Run 1, routed clock nets over the placement:
Drawn at 4 px/um.
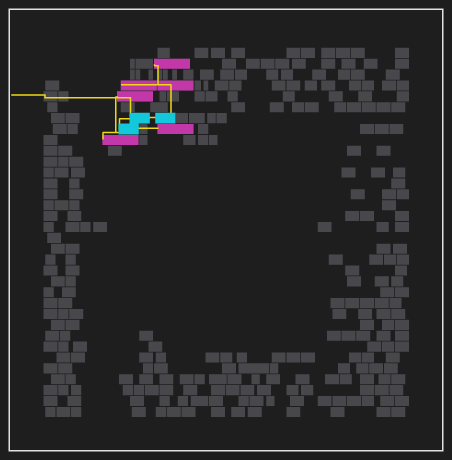
Run 1, clock routing:
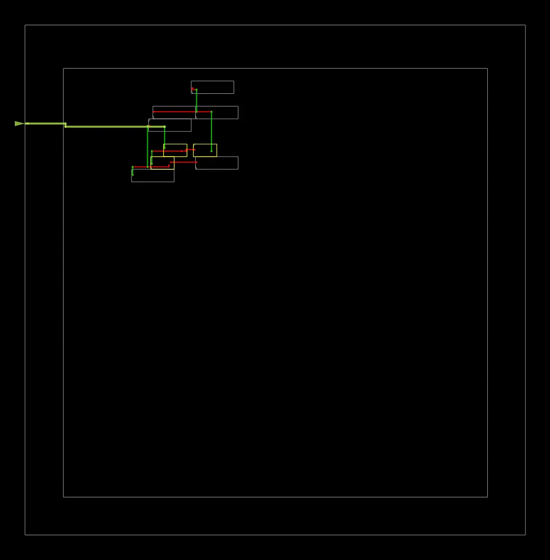
Run 1, placement density heat map:
Drawn at 2 px/um. The die is cut into 11 by 11 equal tiles; black is low, pale yellow is high, 0 to 100% covered.
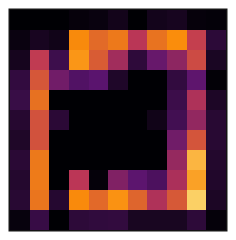
### config.mk
export PLATFORM = sky130hd
export DESIGN_NAME = progmem_arbiter
export DESIGN_NICKNAME = d
export VERILOG_FILES = /design/src/rtl/progmem_arbiter_pkg.sv /design/src/rtl/prio_starve_sel.sv /design/src/rtl/progmem_arbiter.sv
export SDC_FILE = /design/constraint.sdc
export NUM_CORES = 1
export LEC_CHECK = 0
export CORE_AREA = 8 8 100 102
export DETAILED_ROUTE_END_ITERATION = 10
export DIE_AREA = 0 0 108 110
export GPL_ROUTABILITY_DRIVEN = 0
export PLACE_DENSITY = 0.83
export SLEW_MARGIN = 15
export SYNTH_ARGS = -nofsm -noshare
export SYNTH_HDL_FRONTEND = slang
export SYNTH_HIERARCHICAL = 1
export SYNTH_SLANG_ARGS = --single-unit
export TNS_END_PERCENT = 50
### constraint.sdc
create_clock -name clk -period 5.6 [get_ports clk]
set_input_delay 1.12 -clock clk [delete_from_list [all_inputs] [get_ports clk]]
set_output_delay 1.12 -clock clk [all_outputs]
set_load 0.02 [all_outputs]
### src/rtl/progmem_arbiter_pkg.sv
// Shared types and constants for the program/data memory arbiter.
package progmem_arbiter_pkg;

  localparam int unsigned DATA_W     = 32;
  localparam int unsigned MASK_W     = 4;
  localparam int unsigned RD_LATENCY = 1;
  localparam int unsigned STREAK_W   = 4;

  typedef enum logic {
    OWN_IF = 1'b0,
    OWN_LS = 1'b1
  } owner_e;

  typedef enum logic {
    IDLE   = 1'b0,
    RD_RET = 1'b1
  } ret_state_e;

  typedef struct packed {
    logic gnt_if;
    logic gnt_ls;
  } grant_t;

endpackage

### src/rtl/prio_starve_sel.sv
// Fixed-priority select favouring load/store, with a streak counter that
// forces a fetch grant after MAX_STREAK consecutive load/store wins.
module prio_starve_sel
  import progmem_arbiter_pkg::*;
#(
  parameter int unsigned MAX_STREAK = 4
) (
  input  logic   clk,
  input  logic   rst,
  input  logic   if_req,
  input  logic   ls_req,
  output grant_t gnt_c
);

  logic [STREAK_W-1:0] streak;
  logic                streak_full;

  assign streak_full = (streak == STREAK_W'(MAX_STREAK));

  always_comb begin
    gnt_c = '0;
    if (if_req && (!ls_req || streak_full)) begin
      gnt_c.gnt_if = 1'b1;
    end else if (ls_req) begin
      gnt_c.gnt_ls = 1'b1;
    end
  end

  // Counts load/store wins only while fetch is actually waiting.
  always_ff @(posedge clk or negedge rst) begin
    if (!rst) begin
      streak <= '0;
    end else if (!if_req || gnt_c.gnt_if) begin
      streak <= '0;
    end else if (gnt_c.gnt_ls && !streak_full) begin
      streak <= streak + STREAK_W'(1);
    end
  end

endmodule

### src/rtl/progmem_arbiter.sv
// Shares the single-port program/data memory between instruction fetch and
// load/store; one access per cycle with registered read-return routing.
module progmem_arbiter
  import progmem_arbiter_pkg::*;
#(
  parameter int unsigned ADDR_W     = 32,
  parameter int unsigned MAX_STREAK = 4
) (
  input  logic              clk,
  input  logic              rst,
  input  logic              if_req,
  input  logic [ADDR_W-1:0] if_addr,
  output logic              if_ready,
  output logic              if_rvalid,
  output logic [DATA_W-1:0] if_rdata,
  input  logic              ls_req,
  input  logic [ADDR_W-1:0] ls_addr,
  input  logic [DATA_W-1:0] ls_wdata,
  input  logic [MASK_W-1:0] ls_wmask,
  output logic              ls_ready,
  output logic              ls_rvalid,
  output logic [DATA_W-1:0] ls_rdata,
  output logic [ADDR_W-1:0] mem_addr,
  output logic [DATA_W-1:0] mem_wdata,
  output logic              mem_rd,
  output logic [MASK_W-1:0] mem_wr,
  input  logic [DATA_W-1:0] mem_rdata
);

  grant_t     gnt_raw;
  logic       gnt_if;
  logic       gnt_ls;
  logic       ls_is_write;
  logic       rd_grant;
  ret_state_e state;
  owner_e     rd_owner;

  prio_starve_sel #(
    .MAX_STREAK (MAX_STREAK)
  ) u_sel (
    .clk    (clk),
    .rst    (rst),
    .if_req (if_req),
    .ls_req (ls_req),
    .gnt_c  (gnt_raw)
  );

  // Grants are forced low while reset is held so nothing reaches the memory.
  assign gnt_if      = rst & gnt_raw.gnt_if;
  assign gnt_ls      = rst & gnt_raw.gnt_ls;
  assign ls_is_write = |ls_wmask;
  assign rd_grant    = gnt_raw.gnt_if | (gnt_raw.gnt_ls & ~ls_is_write);

  assign if_ready = gnt_if;
  assign ls_ready = gnt_ls;

  always_comb begin
    mem_addr  = '0;
    mem_wdata = '0;
    mem_rd    = 1'b0;
    mem_wr    = '0;
    if (gnt_if) begin
      mem_addr = if_addr;
      mem_rd   = 1'b1;
    end else if (gnt_ls) begin
      mem_addr = ls_addr;
      if (ls_is_write) begin
        mem_wdata = ls_wdata;
        mem_wr    = ls_wmask;
      end else begin
        mem_rd = 1'b1;
      end
    end
  end

  // Return tracker: remembers who issued last cycle's read.
  always_ff @(posedge clk or negedge rst) begin
    if (!rst) begin
      state    <= IDLE;
      rd_owner <= OWN_IF;
    end else begin
      case (state)
        IDLE, RD_RET: begin
          if (rd_grant) begin
            state    <= RD_RET;
            rd_owner <= gnt_raw.gnt_ls ? OWN_LS : OWN_IF;
          end else begin
            state <= IDLE;
          end
        end
        default: state <= IDLE;
      endcase
    end
  end

  assign if_rvalid = (state == RD_RET) && (rd_owner == OWN_IF);
  assign ls_rvalid = (state == RD_RET) && (rd_owner == OWN_LS);
  assign if_rdata  = mem_rdata;
  assign ls_rdata  = mem_rdata;

endmodule

==> impl_metrics.yaml, run 1 <==
# yosys + openroad results
clock_tree:
  htree_num_levels: 1
  cts.clk_slew.worst_paths_ps: 40
  clk_path_buf_depth: 2
  cts.hold.buffers_added: 0
  root_buffer: "clkbuf_8"
detailed_routing:
  drcViolationCount: 0
  post_drt_via_cell_ratio: 4.34
  topRoutingLayerUsed: "met4"
power_and_ir_drop:
  vdd.ir_drop.worst_uv: 106
  static-leakage-power_uw: 0.00105
worst_setup_path:
  worst_setup_path_end_kind: "output pin"
  worstReg2RegEnd: "rd_owner"
  delay_of_the_slowest_cell_on_the_worst_path_ps: 660
  cp_max_fo: 34
  critical_path.n_buffers_inverters: 4
  worstReg2RegStart: "u_sel/streak[0]"
  reg2regPathDepth: 6
  endpoint: "mem_addr[31]"
sta:
  timing.final.hold_violations: 0
  max_freq_mhz: 223
  slew_headroom_pct: 75.7
  tightest_slew_ps: 364
die:
  num_rows: 34
  chipHeight_um: 110
  pin_count: 273
synth:
  synth_warnings: 6
  post-synth-top-area-cell: "buf_4"
  ys_top_cells_by_area: "buf_4, a22o_1, nor3b_1"
  synth.distinct_cells: 25
  top_logic_kind: "buffers and inverters"
  synth.ff_latch_count: 6
  synth_area_per_cell_sq_um: 8.35
  synth_area_in_compound_gates_pct: 21.2
  synth_xor_xnor_area_share_pct: 1.17
  syn-cell-area_sq_mm: 0.00150
  synthCells: 180
grt:
  grt_max_degree: 37
  grt_pass1_wl_um: 11700
  overflow: 0
placed_design:
  hpwl_um: 7190
final_layout:
  area_delta_synth_final_pct: 91.8
  fin_nets: 425
  fillers: 846
outcome:
  result_of_the_run: "complete, no violations"
Back to the opening pictures, 'routed clock nets over the placement':
- flip-flops: magenta (count 6)
- clock wires: yellow (length 98.8 um)
- cells driving clock nets: cyan (count 3)
- routed clock nets: 4
later-pin clock latency in the skew report: 210 ps
setup clock skew after layout: 0.305 ps
power share of the clock group: 19.5%

Back to the opening pictures, 'clock routing':
number of sinks on the clock net: 6
number of sequential storage elements: 6
clock network power consumption: 62.1 uW

Back to the opening pictures, 'placement density heat map':
- tiles over 75% full: 5.0%
- nearly empty tiles: 30%
- fullest tile: 90%
share of the core filled by cells before placement: 17.8%
share of the core filled with cells in the final layout: 34.1%
core box area: 0.00847 sq mm

run 1: flip-flops by register name (all words and copies together), names as in the netlist:
| signal | cells |
|---|---|
| rd_owner | 1 |
| u_sel/streak | 4 |
| state | 1 |
run 1: final cells by class:
cell class	count	area [sq um]	area share, %
clock buffers	3	41.3	1.43
inverters	4	15.0	0.521
multi-input cells	92	749	26.0
flip-flops and latches	6	150	5.21
well taps	108	135	4.69
repair buffers	180	1790	62.2
run 1: placed cells by master (no fill, tap or decap):
cell type and count:
xor2_1 1, clkbuf_8 3, a21o_2 3, dfrtp_1 6, and2_1 6, mux2_2 1, a22o_1 32, xnor2_1 1
a21oi_1 1, buf_4 4, nor2b_1 1, and3b_1 1, nor3b_1 30, and2_2 1, o21a_1 1, inv_1 4
nor2_1 4, nor3b_2 2, nand3_1 1, nand3_2 1, clkdlybuf4s50_1 176, ha_1 2, nand3b_1 2, nor4_4 1
run 1: synthesized netlist by cell type (all sizes together):
master	instances
a21o	3
buf	76
nand3b	2
inv	4
nand3	2
nor3b	32
xnor2	1
dfrtp	6
nor4	1
and3b	1
mux2	1
a21oi	1
clkbuf	2
o21a	1
ha	2
nor2	4
and2	7
a22o	32
nor2b	1
xor2	1
run 1: report_power, final:
part / total (uW) / internal, uW / switching, uW
Sequential: 47.6 / 45.9 / 1.64
Combinational: 208 / 125 / 83.2
Clock: 62.1 / 46.0 / 16.1
run 1: through the flow:
stage | area (sq um) | hold WS [ps] | instances | util [%]
after floorplan | 1500 | 449 | 180 | -
after global placement | 2840 | 465 | 390 | 33.6
after detailed placement | 2840 | 486 | 390 | 33.6
after CTS | 2880 | 490 | 393 | 34.1
after global routing | 2880 | 513 | 393 | 34.1
final | 2880 | 486 | 393 | 34.1
## Run 2: what changed since run 1
--- a/config.mk
+++ b/config.mk
@@ -5,11 +5,11 @@
 export SDC_FILE = /design/constraint.sdc
 export NUM_CORES = 1
 export LEC_CHECK = 0
-export CORE_AREA = 8 8 100 102
+export CORE_MARGIN = 8
+export CORE_UTILIZATION = 19
 export DETAILED_ROUTE_END_ITERATION = 10
-export DIE_AREA = 0 0 108 110
 export GPL_ROUTABILITY_DRIVEN = 0
-export PLACE_DENSITY = 0.83
+export PLACE_DENSITY = 0.89
 export SLEW_MARGIN = 15
 export SYNTH_ARGS = -nofsm -noshare
 export SYNTH_HDL_FRONTEND = slang
==> constraint.sdc (replaced) <==
create_clock -name clk -period 3.61 [get_ports clk]
set_input_delay 0.722 -clock clk [delete_from_list [all_inputs] [get_ports clk]]
set_output_delay 0.722 -clock clk [all_outputs]
set_load 0.02 [all_outputs]
==> run 2 against run 1 <==
Net effect: critical path depth decreased by 1; power increased by 57%; clock-buffer cell count stayed put; non-clock buffer count grew 3; routed wire length down 9.6%; critical endpoint is now mem_addr[26]; largest power group unchanged.
==> impl_metrics.yaml, run 2 <==
# yosys + openroad results
die:
  core_area_sq_mm: 0.00769
  num_rows: 32
  pin_count: 273
  chipHeight_um: 105
final_layout:
  fin_nets: 428
  mostFrequentLayoutCells: "clkdlybuf4s50_1, a22o_1, nor3b_1, buf_4"
  area.sequential_sq_um: 150
  fillers: 745
  final_common_cell: "clkdlybuf4s50_1"
  largest_register: "u_sel/streak"
  final-comb-area_sq_um: 749
sta:
  tightest_slew_ps: 333
  slew_headroom_pct: 77.8
  max_freq_mhz: 288
  fin_worst_hold_slack_ps: 483
  timing.final.setup_violations: 0
clock_tree:
  cts.clk_slew.worst_paths_ps: 30
  cts.hold.buffers_added: 0
  htree_num_levels: 1
  clk_path_buf_depth: 2
worst_setup_path:
  critical_path_startpoint_category: "primary input"
  worst_setup_path_end_kind: "output pin"
synth:
  post-synth-top-area-cell: "buf_4"
  top_logic_kind: "buffers and inverters"
  most_repeated_cell_in_the_gate_level_netlist_after_synthesis: "buf_4"
  synth_async_sr_flop_share_pct: 100
  synth.ff_latch_count: 6
  syn-cell-area_sq_mm: 0.00150
  synth_area_per_cell_sq_um: 8.35
  synth_warnings: 6
  ys_top_cells_by_area: "buf_4, a22o_1, nor3b_1"
  synthCells: 180
  synth_xor_xnor_area_share_pct: 1.17
  synth.distinct_cells: 25
  edf_count: 0
  dominantRegCellSynth: "dfrtp_1"
power_and_ir_drop:
  vdd.ir_drop.worst_uv: 164
  static-leakage-power_uw: 0.00108
detailed_routing:
  drcViolationCount: 0
  topRoutingLayerUsed: "met4"
grt:
  overflow: 0
  grt_max_degree: 37
outcome:
  result_of_the_run: "complete, no violations"
placed_design:
  hpwl_um: 6550
==> run 2: cell counts after synthesis <==
Identical to the previous run, type by type.
==> run 2: worst paths after layout <==
path,from,end,cells past startpoint
setup / recovery,ls_req,mem_addr[26],6
hold / removal,u_sel/streak[0],u_sel/streak[0],1
hold reg to reg,u_sel/streak[0],u_sel/streak[0],1
setup reg to reg,u_sel/streak[0],rd_owner,7
min in group asynchronous,rst,state,1
max in group asynchronous,rst,u_sel/streak[2],2
==> run 2: kinds of logic after synthesis <==
group / Yosys count
buffers and inverters: 82
muxes: 1
and+or+nand+nor: 50
DFF: 6
AOI/OAI and AO/OA: 37
adders and majority gates: 2
xor gates and xnor gates: 2
==> run 2: layout make-up <==
class | instances | share of cell area, %
multi-input cells | 92 | 25.5
repair buffers | 183 | 63.1
inverters | 4 | 0.511
well taps | 102 | 4.34
flip-flops and latches | 6 | 5.11
clock buffers | 3 | 1.41
==> run 2: worst max-delay path: stages <==
cell and delay [ps]:
clkdlybuf4s50_1 520, o21a_1 240, and3b_1 230, buf_12 200, a22o_1 200, clkdlybuf4s50_1 620
==> run 2: power by group <==
| part | internal [uW] | switching [uW] |
|---|---|---|
| Clock | 71.6 | 28.5 |
| Sequential | 71.2 | 2.28 |
| Combinational | 200 | 126 |
==> run 2: per-stage QoR <==
step | std cells | cell area, sq um | total power, uW | setup WS, ps | util, %
2_1_floorplan | 180 | 1500 | 296 | 1030 | -
3_3_place_gp | 387 | 2900 | 400 | 144 | 37.7
3_5_place_dp | 387 | 2900 | 404 | 132 | 37.7
4_1_cts | 390 | 2940 | 511 | 119 | 38.2
5_1_grt | 390 | 2940 | 528 | 12.9 | 38.2
6_report | 390 | 2940 | 500 | 135 | 38.2
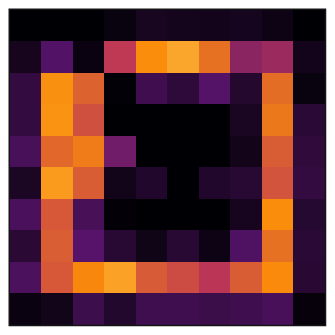
Run 2: placement density heat map
Drawn at 3 px/um. The die is cut into 10 by 10 equal tiles; black is low, pale yellow is high, 0 to 100% covered.
- nearly empty tiles: 18%
- mean over tiles: 26%
- fullest tile: 81%
- emptiest ninth of the die: middle
- densest ninth of the die: left middle
- tiles over 75% full: 7.0%
share of the core filled with cells in the final layout: 38.2%
share of the core filled by cells before placement: 19.5%

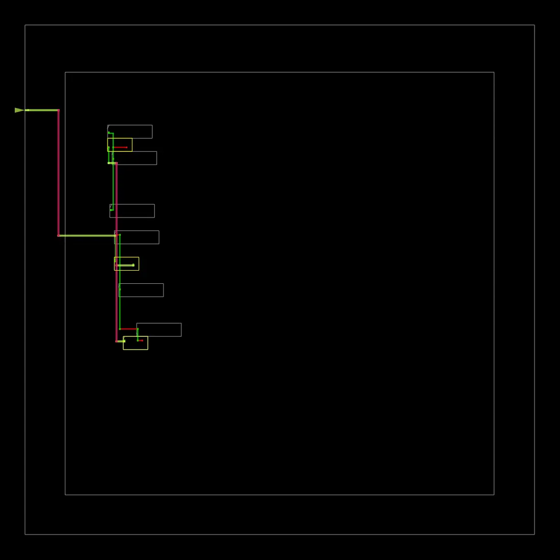
Run 2: clock routing
setup clock skew after layout: 1.18 ps
Clock Buffer Count: 3
clock network power consumption: 100 uW
later-pin clock latency in the skew report: 220 ps

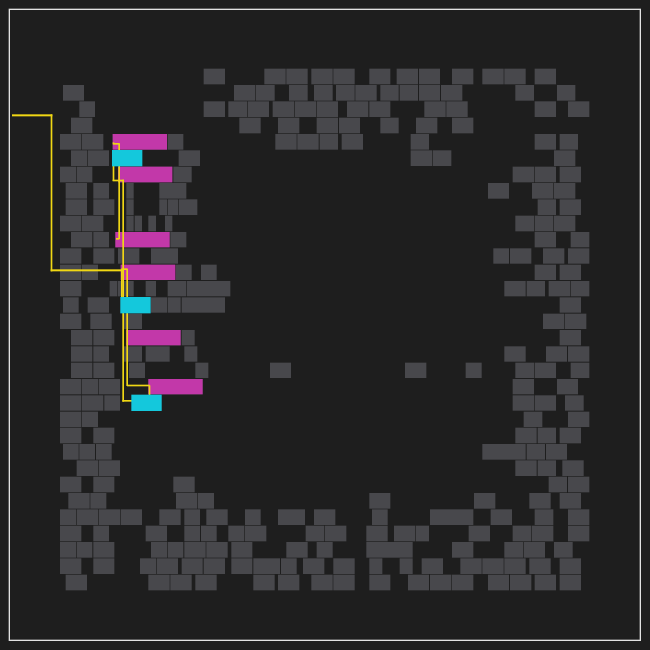
Run 2: routed clock nets over the placement
Drawn at 6 px/um.
- flip-flops: magenta (count 6)
- cells driving clock nets: cyan (count 3)
- clock wires: yellow (length 144 um)
- routed clock nets: 4
power share of the clock group: 20.0%

Power figures rest on the tool's default switching activity, not on a simulated workload.
